**config.mk**
```make
export PLATFORM = sky130hd
export DESIGN_NAME = wb_write_arbiter_flat
export DESIGN_NICKNAME = d
export VERILOG_FILES = /design/src/rtl/wb_write_arbiter_if.sv /design/src/rtl/wb_write_arbiter.sv /design/src/flat_wrapper.sv
export SDC_FILE = /design/constraint.sdc
export NUM_CORES = 1
export LEC_CHECK = 0
export ABC_AREA = 1
export CAP_MARGIN = 30
export CORE_MARGIN = 2
export CORE_UTILIZATION = 44
export DETAILED_ROUTE_END_ITERATION = 10
export GPL_TIMING_DRIVEN = 0
export PLACE_DENSITY_LB_ADDON = 0.1
export SLEW_MARGIN = 20
export SYNTH_ARGS = -nofsm -noshare
export SYNTH_HDL_FRONTEND = slang
export SYNTH_SLANG_ARGS = --single-unit
```
**constraint.sdc**
```tcl
create_clock -name clk -period 8.2 [get_ports clk]
set_clock_uncertainty 0.2 [all_clocks]
set_input_delay 0.82 -clock clk [delete_from_list [all_inputs] [get_ports clk]]
set_output_delay 0.82 -clock clk [all_outputs]
set_load 0.005 [all_outputs]
```
**src/rtl/wb_write_arbiter_if.sv**
```systemverilog
// Register-file write port bundle: pipeline writeback, multi-cycle
// valid/ready channel, registered write port and hazard-unit status.
interface wb_write_arbiter_if #(
    parameter int XLEN  = 64,
    parameter int DEPTH = 2
);
    logic                       pipe_valid;
    logic [4:0]                 pipe_rd;
    logic [XLEN-1:0]            pipe_data;
    logic                       mc_valid;
    logic                       mc_ready;
    logic [4:0]                 mc_rd;
    logic [XLEN-1:0]            mc_data;
    logic                       RegWrite;
    logic [4:0]                 rd;
    logic [XLEN-1:0]            write_data;
    logic [31:0]                busy_mask;
    logic [$clog2(DEPTH):0]     fifo_count;
    logic                       stall_req;

    // Result producers and register-file/hazard consumers
    modport master (
        output pipe_valid, pipe_rd, pipe_data, mc_valid, mc_rd, mc_data,
        input  mc_ready, RegWrite, rd, write_data, busy_mask, fifo_count, stall_req
    );

    // The arbiter itself
    modport slave (
        input  pipe_valid, pipe_rd, pipe_data, mc_valid, mc_rd, mc_data,
        output mc_ready, RegWrite, rd, write_data, busy_mask, fifo_count, stall_req
    );
endinterface

```
**src/rtl/wb_write_arbiter.sv**
```systemverilog
// Writeback arbiter: pipeline results always win the register-file port;
// multi-cycle results wait in an in-order FIFO and drain on idle cycles.
// A starve counter requests a pipeline bubble when the FIFO waits too long.
module wb_write_arbiter #(
    parameter int XLEN         = 64,
    parameter int DEPTH        = 2,
    parameter int STARVE_LIMIT = 4
) (
    input  logic              clk,
    input  logic              reset,
    wb_write_arbiter_if.slave bus
);
    localparam int AW = (DEPTH > 1) ? $clog2(DEPTH) : 1;
    localparam int CW = $clog2(DEPTH) + 1;
    localparam int SW = $clog2(STARVE_LIMIT + 1);

    logic [CW-1:0]   cnt;
    logic [AW-1:0]   wr_ptr;
    logic [AW-1:0]   rd_ptr;
    logic [DEPTH-1:0] slot_vld;
    logic [4:0]      slot_rd   [DEPTH];
    logic [XLEN-1:0] slot_data [DEPTH];
    logic [SW-1:0]   starve;
    logic [31:0]     mask;

    logic pipe_win;
    logic push;
    logic pop;
    logic fifo_empty;

    // Ready depends only on registered occupancy, never on the valids
    assign bus.mc_ready = !reset && (cnt < CW'(DEPTH));
    assign fifo_empty   = (cnt == '0);
    assign pipe_win     = bus.pipe_valid && (bus.pipe_rd != 5'd0);
    // x0 results finish the handshake but are dropped
    assign push         = bus.mc_valid && bus.mc_ready && (bus.mc_rd != 5'd0);
    assign pop          = !pipe_win && !fifo_empty;

    assign bus.fifo_count = cnt;
    assign bus.busy_mask  = mask;

    // FIFO control: pointers, occupancy and per-slot valid bits
    always_ff @(posedge clk or posedge reset) begin
        if (reset) begin
            cnt      <= '0;
            wr_ptr   <= '0;
            rd_ptr   <= '0;
            slot_vld <= '0;
        end else begin
            // Push and pop never target the same slot: that needs full or empty
            if (pop) begin
                slot_vld[rd_ptr] <= 1'b0;
                rd_ptr           <= rd_ptr + 1'b1;
            end
            if (push) begin
                slot_vld[wr_ptr] <= 1'b1;
                wr_ptr           <= wr_ptr + 1'b1;
            end
            case ({push, pop})
                2'b10:   cnt <= cnt + 1'b1;
                2'b01:   cnt <= cnt - 1'b1;
                default: cnt <= cnt;
            endcase
        end
    end

    // FIFO payload storage; contents are qualified by slot_vld
    always_ff @(posedge clk) begin
        if (push) begin
            slot_rd[wr_ptr]   <= bus.mc_rd;
            slot_data[wr_ptr] <= bus.mc_data;
        end
    end

    // Pending-destination mask: OR of one-hot rd over occupied slots
    always_comb begin
        mask = '0;
        for (int i = 0; i < DEPTH; i++) begin
            if (slot_vld[i]) mask[slot_rd[i]] = 1'b1;
        end
    end

    // Registered write port: pipeline first, else FIFO head, else hold
    always_ff @(posedge clk or posedge reset) begin
        if (reset) begin
            bus.RegWrite   <= 1'b0;
            bus.rd         <= 5'd0;
            bus.write_data <= '0;
        end else if (pipe_win) begin
            bus.RegWrite   <= 1'b1;
            bus.rd         <= bus.pipe_rd;
            bus.write_data <= bus.pipe_data;
        end else if (pop) begin
            bus.RegWrite   <= 1'b1;
            bus.rd         <= slot_rd[rd_ptr];
            bus.write_data <= slot_data[rd_ptr];
        end else begin
            bus.RegWrite   <= 1'b0;
        end
    end

    // Starvation tracking: one-cycle stall request after STARVE_LIMIT blocked cycles
    always_ff @(posedge clk or posedge reset) begin
        if (reset) begin
            starve        <= '0;
            bus.stall_req <= 1'b0;
        end else begin
            bus.stall_req <= 1'b0;
            if (pop || fifo_empty) begin
                starve <= '0;
            end else if (pipe_win) begin
                if (starve == SW'(STARVE_LIMIT - 1)) begin
                    starve        <= '0;
                    bus.stall_req <= 1'b1;
                end else begin
                    starve <= starve + 1'b1;
                end
            end
        end
    end
endmodule
```
**src/flat_wrapper.sv**
```systemverilog
// flat-port wrapper written by rule: the top's interface ports become plain ports
module wb_write_arbiter_flat 
#(
    parameter int XLEN         = 64,
    parameter int DEPTH        = 2,
    parameter int STARVE_LIMIT = 4
)
  (clk, reset, bus_pipe_valid, bus_pipe_rd, bus_pipe_data, bus_mc_valid, bus_mc_rd, bus_mc_data, bus_mc_ready, bus_RegWrite, bus_rd, bus_write_data, bus_busy_mask, bus_fifo_count, bus_stall_req);
  wb_write_arbiter_if #(.XLEN(XLEN), .DEPTH(DEPTH)) bus_i ();
  input  logic clk;
  input  logic reset;
  input wire logic [$bits(bus_i.pipe_valid)-1:0] bus_pipe_valid;
  input wire logic [$bits(bus_i.pipe_rd)-1:0] bus_pipe_rd;
  input wire logic [$bits(bus_i.pipe_data)-1:0] bus_pipe_data;
  input wire logic [$bits(bus_i.mc_valid)-1:0] bus_mc_valid;
  input wire logic [$bits(bus_i.mc_rd)-1:0] bus_mc_rd;
  input wire logic [$bits(bus_i.mc_data)-1:0] bus_mc_data;
  output wire logic [$bits(bus_i.mc_ready)-1:0] bus_mc_ready;
  output wire logic [$bits(bus_i.RegWrite)-1:0] bus_RegWrite;
  output wire logic [$bits(bus_i.rd)-1:0] bus_rd;
  output wire logic [$bits(bus_i.write_data)-1:0] bus_write_data;
  output wire logic [$bits(bus_i.busy_mask)-1:0] bus_busy_mask;
  output wire logic [$bits(bus_i.fifo_count)-1:0] bus_fifo_count;
  output wire logic [$bits(bus_i.stall_req)-1:0] bus_stall_req;
  assign bus_i.pipe_valid = bus_pipe_valid;
  assign bus_i.pipe_rd = bus_pipe_rd;
  assign bus_i.pipe_data = bus_pipe_data;
  assign bus_i.mc_valid = bus_mc_valid;
  assign bus_i.mc_rd = bus_mc_rd;
  assign bus_i.mc_data = bus_mc_data;
  assign bus_mc_ready = bus_i.mc_ready;
  assign bus_RegWrite = bus_i.RegWrite;
  assign bus_rd = bus_i.rd;
  assign bus_write_data = bus_i.write_data;
  assign bus_busy_mask = bus_i.busy_mask;
  assign bus_fifo_count = bus_i.fifo_count;
  assign bus_stall_req = bus_i.stall_req;
  wb_write_arbiter #(.XLEN(XLEN), .DEPTH(DEPTH), .STARVE_LIMIT(STARVE_LIMIT)) u_core (.clk(clk), .reset(reset), .bus(bus_i));
endmodule
```
==> run_1/m1.png <==
The bar under the picture is 50 um long.
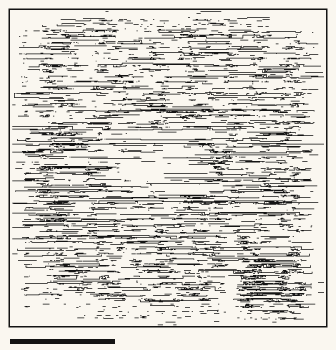
longest straight run	48.3 um
main direction	horizontal
share of all routed wire	42%
wire length on this layer	11000 um
Global Route met1 Usage: 0.317
final WL: 26200 um
routed vias: 7559

==> run_1/m2.png <==
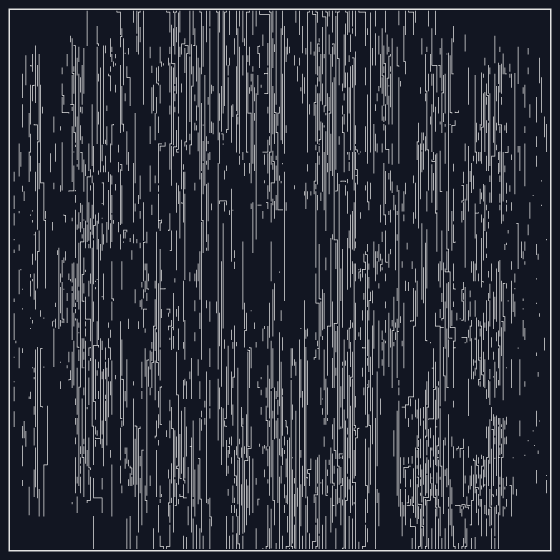
nets with wire on the layer	1051
longest straight run	68.0 um
share of all routed wire	49%
met2 Use GR: 0.392

==> results_dict.tcl, run 1 <==
# place-and-route summary
set metrics [dict create \
    status "completed" \
    grt_pass1_wl_um 40400 \
    min_period_ns 3.29 \
    path_class "flip-flop to output pin" \
    postCtsSetupBuffers 0 \
    dieArea_sq_mm 0.0224 \
    ios 248 \
    place_congestion 0.783 \
    finalSetupViolCount 0 \
    portBuffers 247 \
    crit_path_max_incr_delay_ns 0.55 \
    seq_share 0.473 \
    hold_class "flip-flop to flip-flop" \
    pwr-share-comb 0.326 \
    mi_logic_area_sq_mm 0.00278 \
    power_switching_share 0.324 \
    pg_clk_mw 1.01 \
    area_growth_pct 38.9 \
    netlist_instances 899 \
    pwr-share-clk 0.272 \
    cts_tree "yes" \
    grt_antenna_before_repair 1 \
    max_freq_mhz 304 \
    cp_max_fo 8 \
    num-multi-input-gates 605 \
    clockBufferCount 32 \
    fp_nets 1043 \
    switchingPower_mw 1.21 \
    worstPathRequired_ns 7.18 \
    sh_comb_area 0.214 \
    synth_cell_types 28 \
    report.power.total_mw 3.73 \
    first_pass_iters 5 \
    clock_tree.htree_level_count 1 \
    grtUsageTotal 0.233 \
    chipWidth_um 150 \
    buf_share 0.222 \
    peakVddDrop_mv 0.166 \
    route.detailed.drc 0 \
    num_rows 53 \
    whs_ns 0.234 \
    clock-root-buffer "clkbuf_16" \
    powerComb_mw 1.21 \
    finalHoldViolCount 0 \
    clock_cell_area_share 0.0577 \
    core_region_area_sq_mm 0.0210 \
    cts.sinks 218 \
    syn_area_per_cell_sq_um 10.4 \
    maxCapViolations 0 \
    placed_area_sq_mm 0.0122 \
    nNonClkBuffers 303 \
    regArea_sq_mm 0.00615 \
    cp-start-kind "flip-flop" \
    ff_count 218 \
    maxSlewHeadroom 0.532 \
    worst_pin_slew_ns 0.703 \
    synth-warning-count 0 \
    fill_cells 1827 \
    yosys_area_sq_mm 0.00936 \
    maxPowerGroup "sequential cells" \
    viasPerCell 5.15 \
    finish.utilization 0.620 \
    holdBufCountCts 0 \
    synth_flops 218 \
    leakage_nw 5.25 \
    instances_no_fill 1468 \
    cts_max_path_buffers 3 \
    slew_violations 0 \
    synthArstFlopShare 0.367 \
    layout-drive-gt1-share 0.111 \
    drt_iter0_drc 477 \
    fp-utilization 0.447 \
    sequentialPower_mw 1.50 \
    clk_pin_slew_ns 0.06 \
    period_used_share 0.401 \
    timing.final.ws_setup_ns 4.91 \
    syn-cell-area_sq_mm 0.00936 \
    ff_type "edfxtp_1" \
    cts_made_buffers 24 \
    dp.cells 1424 \
    clk_latency_ns 0.51 \
    edf_count 138 \
    crit_arrival_ns 2.27 \
    power.share.sequential 0.402 \
    postRouteAntennaNets 0 \
    diodes 0 \
    largestClassByArea "registers" \
    dp_slack_ns 4.97 \
    cp_slowest_cell "nor3_2" \
    p_per_area_mw_per_mm2 287 \
    grt_max_degree 52 \
    fin_area_sq_mm 0.0130 \
    grt_pass1_vias 7604 \
    final_net_count 1319 \
    rsz0062_at_grt "no" \
    seq_area_frac_synth 0.657 \
    ys_cells 899 \
]
==> run_1/m3.png <==
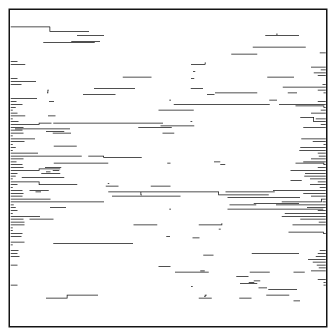
longest straight run	52.2 um
main direction	horizontal
share of all routed wire	7.5%
GR Layer Usage met3: 0.0396

==> run 1: critical path, delay by kind of cell, from the launching register on <==
family,cells,cell delay [ns]
simple gates,2,0.64
buf+inv,1,0.55
flops,1,0.44
compound gates,1,0.13
==> run 1: flip-flops by register name, indices dropped and copies added, names as in the netlist <==
signal and cells:
u_core.rd_ptr 1, u_core.slot_data 128, u_core.bus.fifo_count 2, u_core.slot_rd 10, u_core.slot_vld 2, u_core.bus.write_data 64, u_core.bus.RegWrite 1, u_core.bus.stall_req 1
u_core.wr_ptr 1, u_core.starve 3, u_core.bus.rd 5
==> run 1: cell usage in the layout, fill, tap and decap left out, types with 3 or more instances in the layout <==
cell type | netlist | final
edfxtp_1 | 138 | 138
nand3_1 | 222 | 222
nor2_1 | 7 | 7
buf_12 | 1 | 3
inv_2 | 9 | 9
nand2_1 | 294 | 294
clkinv_2 | 0 | 9
nand2_2 | 20 | 20
buf_4 | 12 | 12
clkbuf_1 | 6 | 10
buf_2 | 25 | 25
clkbuf_16 | 0 | 26
inv_4 | 0 | 3
nor3_2 | 11 | 11
dfrtp_1 | 80 | 80
buf_6 | 6 | 6
o21ai_1 | 9 | 9
clkdlybuf4s50_1 | 0 | 247
clkinv_1 | 0 | 3
o21ai_0 | 29 | 29
inv_1 | 14 | 11
==> run 1: kinds of logic after synthesis <==
kind of cell / count (synthesis) / synth area share
AND/OR/NAND/NOR: 562 / 0.271
flip-flops: 218 / 0.657
buffers and inverters: 76 / 0.0464
AND-OR/OR-AND: 39 / 0.0209
XOR/XNOR: 2 / 0.00187
adder cells (fa/ha/maj): 2 / 0.00267
==> run 1: synth_stat cells, types with 2 or more instances <==
cell      number  area, sq um
nand2_1      294         1100
nand3_1      222         1110
edfxtp_1     138         4140
dfrtp_1       80         2000
o21ai_0       29          145
buf_2         25          125
nand2_2       20          125
inv_1         14         52.6
buf_4         12         90.1
nor3_2        11          110
inv_2          9         33.8
o21ai_1        9         45.0
nor2_1         7         26.3
buf_6          6         67.6
clkbuf_1       6         22.5
buf_1          2         7.51
ha_1           2         25.0
nor3_1         2         10.0
xnor2_1        2         17.5
==> run 1: worst paths after layout <==
check                                                startpoint                                    end  slack, ns  depth (start not counted)
max                              u_core.slot_rd[0][1]$_DFFE_PP_                      bus_busy_mask[28]       4.91                          4
min                                u_core.starve[0]$_DFFE_PP0P_           u_core.starve[0]$_DFFE_PP0P_       0.23                          1
max reg2reg                u_core.bus.fifo_count[1]$_DFFE_PP0P_      u_core.slot_data[0][55]$_DFFE_PP_       5.80                          6
min reg2reg                        u_core.starve[0]$_DFFE_PP0P_           u_core.starve[0]$_DFFE_PP0P_       0.23                          1
max in group asynchronous                                 reset  u_core.bus.write_data[38]$_DFFE_PP0P_       6.52                          3
min in group asynchronous                                 reset  u_core.bus.write_data[15]$_DFFE_PP0P_       0.64                          2
==> run 1: routing by layer <==
metal | share of wire | global-route usage | vias up
met5 | 0.00050 | 0 | -
met3 | 0.075 | 0.0396 | 34
met1 | 0.42 | 0.317 | 3600
met2 | 0.49 | 0.392 | 285
met4 | 0.017 | 0.0575 | 2
li1 | - | - | 3638
## Run 2: what changed since run 1
==> constraint.sdc (replaced) <==
create_clock -name clk -period 3.35 [get_ports clk]
set_clock_uncertainty 0.2 [all_clocks]
set_input_delay 0.335 -clock clk [delete_from_list [all_inputs] [get_ports clk]]
set_output_delay 0.335 -clock clk [all_outputs]
set_load 0.005 [all_outputs]
==> run_2/m2.png <==
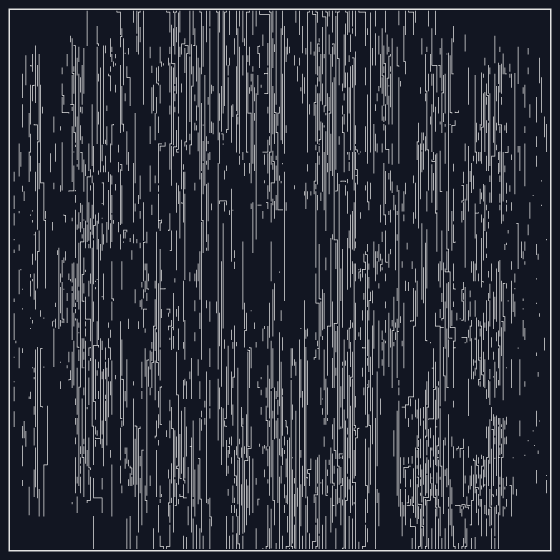
main direction	vertical
nets with wire on the layer	1051

==> run_2/congestion_map.png <==
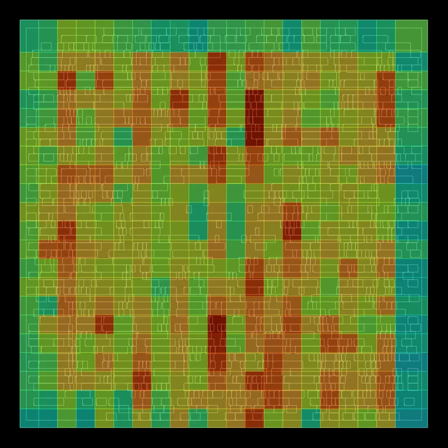
Overall Global Routing Usage: 0.233
Avg WL per Cell: 17.9 um
final core occ: 0.620
busiest grt layer: met2

==> results_dict.tcl, run 2 <==
# place-and-route summary
set metrics [dict create \
    synth-warning-count 0 \
    core_region_area_sq_mm 0.0210 \
    peakVddDrop_mv 0.407 \
    lay_top_cells "nand2_1 (294), clkdlybuf4s50_1 (247), nand3_1 (222)" \
    portBuffers 247 \
    max_freq_mhz 356 \
    ios 248 \
    period_used_share 0.837 \
    syn-cell-area_sq_mm 0.00936 \
    dp.cells 1424 \
    edf_count 138 \
    final_net_count 1319 \
    place_congestion 0.783 \
    topCellsByArea "edfxtp_1 (44%), dfrtp_1 (21%), nand3_1 (12%)" \
    report.power.total_mw 9.13 \
    die_h_um 150 \
    mi_logic_area_sq_mm 0.00278 \
    syn_area_per_cell_sq_um 10.4 \
    cts.sinks 218 \
    grt_antenna_before_repair 1 \
    cp_slowest_cell "nor3_2" \
    drt_iter0_drc 477 \
    largest_register_ffs 128 \
    lay_top_count "nand2_1" \
    netlist_instances 899 \
    fill_cells 1827 \
    yosysTopAreaCellShare 0.443 \
    seq_area_frac_synth 0.657 \
    ff_type "edfxtp_1" \
    fp-utilization 0.447 \
    maxCapViolations 0 \
    p_per_area_mw_per_mm2 702 \
    holdBufCountCts 0 \
    crit_arrival_ns 2.27 \
    finalHoldViolCount 0 \
    finalSetupViolCount 0 \
    ys_cells 899 \
    timing.final.ws_setup_ns 0.545 \
    cts_max_path_buffers 3 \
    leakage_nw 5.25 \
    hold_class "input pin to async pin" \
    first_pass_iters 5 \
    cts_made_buffers 24 \
    vias 7559 \
    path_class "flip-flop to output pin" \
    cp_max_fo 8 \
    clk_latency_ns 0.51 \
    critPathBufInv 1 \
    status "completed" \
    regArea_sq_mm 0.00615 \
    diodes 0 \
    top_regs "u_core.slot_data: 128 flops, u_core.bus.write_data: 64 flops, u_core.slot_rd: 10 flops" \
    postRouteAntennaNets 0 \
    crit_path_max_incr_delay_ns 0.55 \
    clock_tree.htree_level_count 1 \
    grt_pass1_wl_um 40400 \
    layout-drive-gt1-share 0.111 \
    rsz0062_at_grt "no" \
    most_common_cell "nand2_1" \
    slew_violations 0 \
    top_register "u_core.slot_data" \
    route.detailed.drc 0 \
    postCtsSetupBuffers 0 \
    maxSlewHeadroom 0.532 \
    grt_pass1_vias 7604 \
    synth_cell_types 28 \
    synthTopCellsByCount "nand2_1 (294), nand3_1 (222), edfxtp_1 (138), dfrtp_1 (80), o21ai_0 (29)" \
    worst_path_dominant_cell_family "simple AND/OR/NAND/NOR gates" \
    dp_slack_ns 0.607 \
    worstPathRequired_ns 2.81 \
    synth_flops 218 \
    dieArea_sq_mm 0.0224 \
    clock-root-buffer "clkbuf_16" \
    chipWidth_um 150 \
    yosys_area_sq_mm 0.00936 \
    cp-start-kind "flip-flop" \
    clk_pin_slew_ns 0.06 \
    num_rows 53 \
    synthArstFlopShare 0.367 \
    cts_tree "yes" \
    fp_nets 1043 \
    min_period_ns 2.81 \
]
-- run 2: worst paths after layout --
kind / startpoint / end / slack, ns / cells after the start
setup reg to reg: u_core.bus.fifo_count[1]$_DFFE_PP0P_ / u_core.slot_data[0][55]$_DFFE_PP_ / 0.95 / 6
max in group asynchronous: reset / u_core.bus.write_data[38]$_DFFE_PP0P_ / 2.15 / 3
hold / removal: reset / u_core.bus.write_data[15]$_DFFE_PP0P_ / 0.15 / 2
setup / recovery: u_core.slot_rd[0][1]$_DFFE_PP_ / bus_busy_mask[28] / 0.54 / 4
hold reg to reg: u_core.starve[0]$_DFFE_PP0P_ / u_core.starve[0]$_DFFE_PP0P_ / 0.23 / 1
min in group clk: bus_pipe_data[53] / u_core.bus.write_data[53]$_DFFE_PP0P_ / 0.20 / 3
-- run 2: final cells by class --
class / count / share of cell area
clock buffers: 32 / 0.0533
clock inverters: 12 / 0.00433
multi-input cells: 605 / 0.214
flip-flops and latches: 218 / 0.473
repair buffers: 250 / 0.195
plain buffers: 53 / 0.0268
well taps: 275 / 0.0265
inverters: 23 / 0.00722
-- run 2: layer usage --
layer,part of all wire,up-vias,global-route usage
met5,0.00050,-,0
met4,0.017,2,0.0575
met3,0.075,34,0.0396
met2,0.49,285,0.392
met1,0.42,3600,0.317
li1,-,3638,-
-- run 2: power by group --
part,leakage [nW],internal [mW],switching (mW),total [mW]
Combinational,2.64,1.32,1.65,2.97
Clock,0.379,1.45,1.03,2.48
Sequential,2.23,3.40,0.272,3.67
Total,5.25,6.17,2.96,9.13
-- run 2: stage by stage --
| step | instance area (sq um) | util |
|---|---|---|
| 3_5_place_dp | 12200 | 0.584 |
| 6_report | 13000 | 0.620 |
| 3_3_place_gp | 12200 | 0.581 |
| 5_1_grt | 13000 | 0.620 |
| 2_1_floorplan | 9360 | - |
| 4_1_cts | 13000 | 0.620 |
-- run 2: cell families after synthesis --
family | count (synthesis) | synth area share
compound gates | 39 | 0.0209
xor+xnor | 2 | 0.00187
fa+ha+maj | 2 | 0.00267
buf+inv | 76 | 0.0464
flops | 218 | 0.657
simple gates | 562 | 0.271
## Run 3: what changed since run 2
==> constraint.sdc (replaced) <==
create_clock -name clk -period 2.5 [get_ports clk]
set_clock_uncertainty 0.2 [all_clocks]
set_input_delay 0.25 -clock clk [delete_from_list [all_inputs] [get_ports clk]]
set_output_delay 0.25 -clock clk [all_outputs]
set_load 0.005 [all_outputs]
==> run_3/m3.png <==
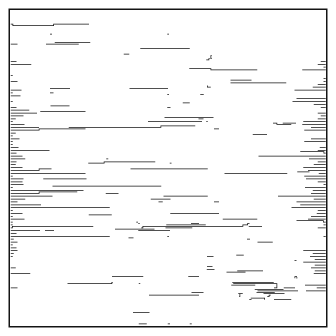
share of all routed wire	7.6%
longest straight run	51.3 um
wire length on this layer	2030 um
nets with wire on the layer	182
main direction	horizontal
final WL: 26900 um
GR Layer Usage met3: 0.0463
routed vias: 7714

==> run_3/m2.png <==
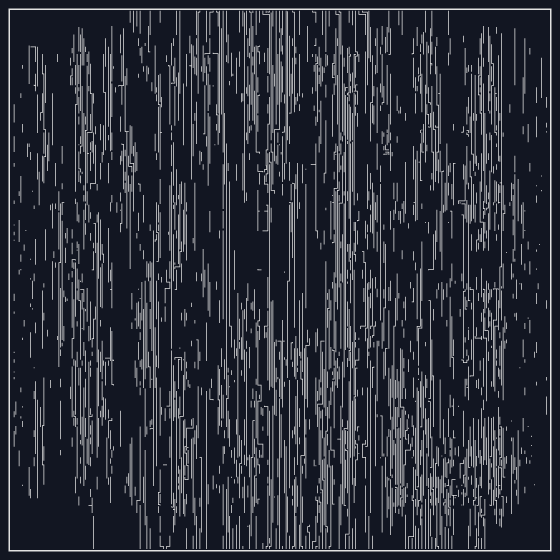
main direction	vertical
longest straight run	70.7 um
share of all routed wire	47%
wire length on this layer	12800 um
met2 Use GR: 0.376

==> results_dict.tcl, run 3 <==
# place-and-route summary
set metrics [dict create \
    status "complete, but fails checks" \
    violations "negative setup slack" \
    cp-start-kind "flip-flop" \
    synth_flops 218 \
    cts_max_path_buffers 3 \
    cp_max_fo 8 \
    cp_slowest_cell "clkdlybuf4s50_1" \
    fin_area_sq_mm 0.0134 \
    syn_area_per_cell_sq_um 10.4 \
    r2r_cells 6 \
    cts_made_buffers 23 \
    ys_cells 899 \
    worstPathRequired_ns 2.05 \
    route.detailed.drc 0 \
    clk_pin_slew_ns 0.06 \
    leakage_nw 5.74 \
    synthTopCellsByCount "nand2_1 (294), nand3_1 (222), edfxtp_1 (138), dfrtp_1 (80), o21ai_0 (29)" \
    synthArstFlopShare 0.367 \
    top_regs "u_core.slot_data: 128 flops, u_core.bus.write_data: 64 flops, u_core.slot_rd: 10 flops" \
    fp_nets 1043 \
    r2r_end "u_core.slot_data[1][58]$_DFFE_PP_" \
    chipWidth_um 150 \
    synth-warning-count 0 \
    netlist_instances 899 \
    top_register "u_core.slot_data" \
    switchingPower_mw 4.00 \
    hold_class "input pin to async pin" \
    worst_path_dominant_cell_family "buffers and inverters" \
    num_rows 53 \
    place_congestion 0.814 \
    pwr-share-clk 0.258 \
    finalHoldViolCount 0 \
    internal_power_mw 8.29 \
    r2r_start "u_core.bus.fifo_count[1]$_DFFE_PP0P_" \
    syn-cell-area_sq_mm 0.00936 \
    pwr-share-comb 0.340 \
    core_region_area_sq_mm 0.0210 \
    seq_area_frac_synth 0.657 \
    ff_type "edfxtp_1" \
    routedWlPerCell_um 18.0 \
    portBuffers 247 \
    largest_register_ffs 128 \
    postRouteAntennaNets 0 \
    yosysTopAreaCellShare 0.443 \
    clock-root-buffer "clkbuf_16" \
    timing.final.ws_setup_ns -0.0152 \
    clock_tree.htree_level_count 1 \
    most_common_cell "nand2_1" \
    maxSlewHeadroom 0.530 \
    ios 248 \
    regArea_sq_mm 0.00615 \
    fp-utilization 0.447 \
    wl_met1_um 11300 \
    cts_tree "yes" \
    grtUsageTotal 0.234 \
    mi_logic_area_sq_mm 0.00287 \
    diodes 0 \
    max_freq_mhz 398 \
    final_net_count 1347 \
    lay_top_cells "nand2_1 (294), nand3_1 (219), clkdlybuf4s50_1 (218)" \
    drt_iter0_drc 504 \
    wl_met3_um 2030 \
    grt_pass1_wl_um 40300 \
    maxCapViolations 0 \
    period_used_share 1.01 \
    routed.top_layer "met5" \
    yosys_area_sq_mm 0.00936 \
    dieArea_sq_mm 0.0224 \
    die_h_um 150 \
    fill_cells 1712 \
    wl_met2_um 12800 \
    lay_top_count "nand2_1" \
    layout-drive-gt1-share 0.132 \
    synth_cell_types 28 \
    rsz0062_at_grt "yes" \
    cts.sinks 218 \
    finalSetupViolCount 2 \
    crit_arrival_ns 2.07 \
    first_pass_iters 7 \
    edf_count 138 \
]
## run 3: through the flow
step,utilization,cells
after floorplan,-,899
after global placement,0.581,1421
after detailed placement,0.591,1429
after CTS,0.633,1480
after global routing,0.640,1493
final,0.640,1493
## run 3: worst register-to-register path, stage by stage (launching register included)
cell and delay [ns]:
dfrtp_1 0.47, nor3b_1 0.40, nand2_1 0.16, inv_1 0.09
nand2_1 0.10, clkinvlp_4 0.31, buf_12 0.27
## run 3: cell families (layout without fill, tap and decap cells)
group | after synthesis | after routing | synth area share
and+or+nand+nor | 562 | 562 | 0.271
DFF | 218 | 218 | 0.657
buffers and inverters | 76 | 395 | 0.0464
AOI/OAI and AO/OA | 39 | 39 | 0.0209
adders and majority gates | 2 | 2 | 0.00267
xor gates and xnor gates | 2 | 2 | 0.00187
## run 3: area by class of cell
class / instances / share of cell area
Timing Repair Buffer: 279 / 0.218
Tap cell: 275 / 0.0256
Multi-Input combinational cell: 605 / 0.214
Buffer: 53 / 0.0259
Clock buffer: 38 / 0.0508
Sequential cell: 218 / 0.458
Clock inverter: 2 / 0.000746
Inverter: 23 / 0.00765
## run 3: power by group through the flow
stage / Sequential, mW / Combinational [mW] / Clock [mW]
after floorplan: 4.97 / 1.96 / 0
after global placement: 4.99 / 3.94 / 0
after detailed placement: 4.99 / 4.08 / 0
after CTS: 4.93 / 4.18 / 3.21
after global routing: 5.00 / 4.60 / 3.35
final: 4.93 / 4.18 / 3.18
## run 3: what timing repair did
action	in CTS	in global routing
setup buffers	11	13
endpoints found under the hold margin	0	0
endpoints found under the setup margin	69	17
pin swaps	5	6
gates resized	30	22
## run 3: worst max-delay path by stage
stage / end / depth (start not counted) / slack (ns) / start
global placement: u_core.slot_data[0][37]$_DFFE_PP_ / 7 / -1.23 / bus_mc_rd[3]
detailed placement: u_core.slot_data[0][19]$_DFFE_PP_ / 9 / -0.43 / bus_mc_rd[3]
finish: bus_busy_mask[3] / 6 / -0.02 / u_core.slot_rd[0][1]$_DFFE_PP_
floorplan: u_core.slot_data[0][0]$_DFFE_PP_ / 5 / 0.11 / u_core.bus.fifo_count[1]$_DFFE_PP0P_
global route: bus_busy_mask[3] / 4 / -0.13 / u_core.slot_rd[0][3]$_DFFE_PP_
CTS: bus_busy_mask[23] / 5 / -0.08 / u_core.slot_rd[0][3]$_DFFE_PP_
## run 3: per-layer routing
layer	up-vias	GRT usage
met5	-	0
met4	2	0.0726
met3	48	0.0463
met2	289	0.376
met1	3692	0.323
li1	3683	-
Power figures rest on the tool's default switching activity, not on a simulated workload.
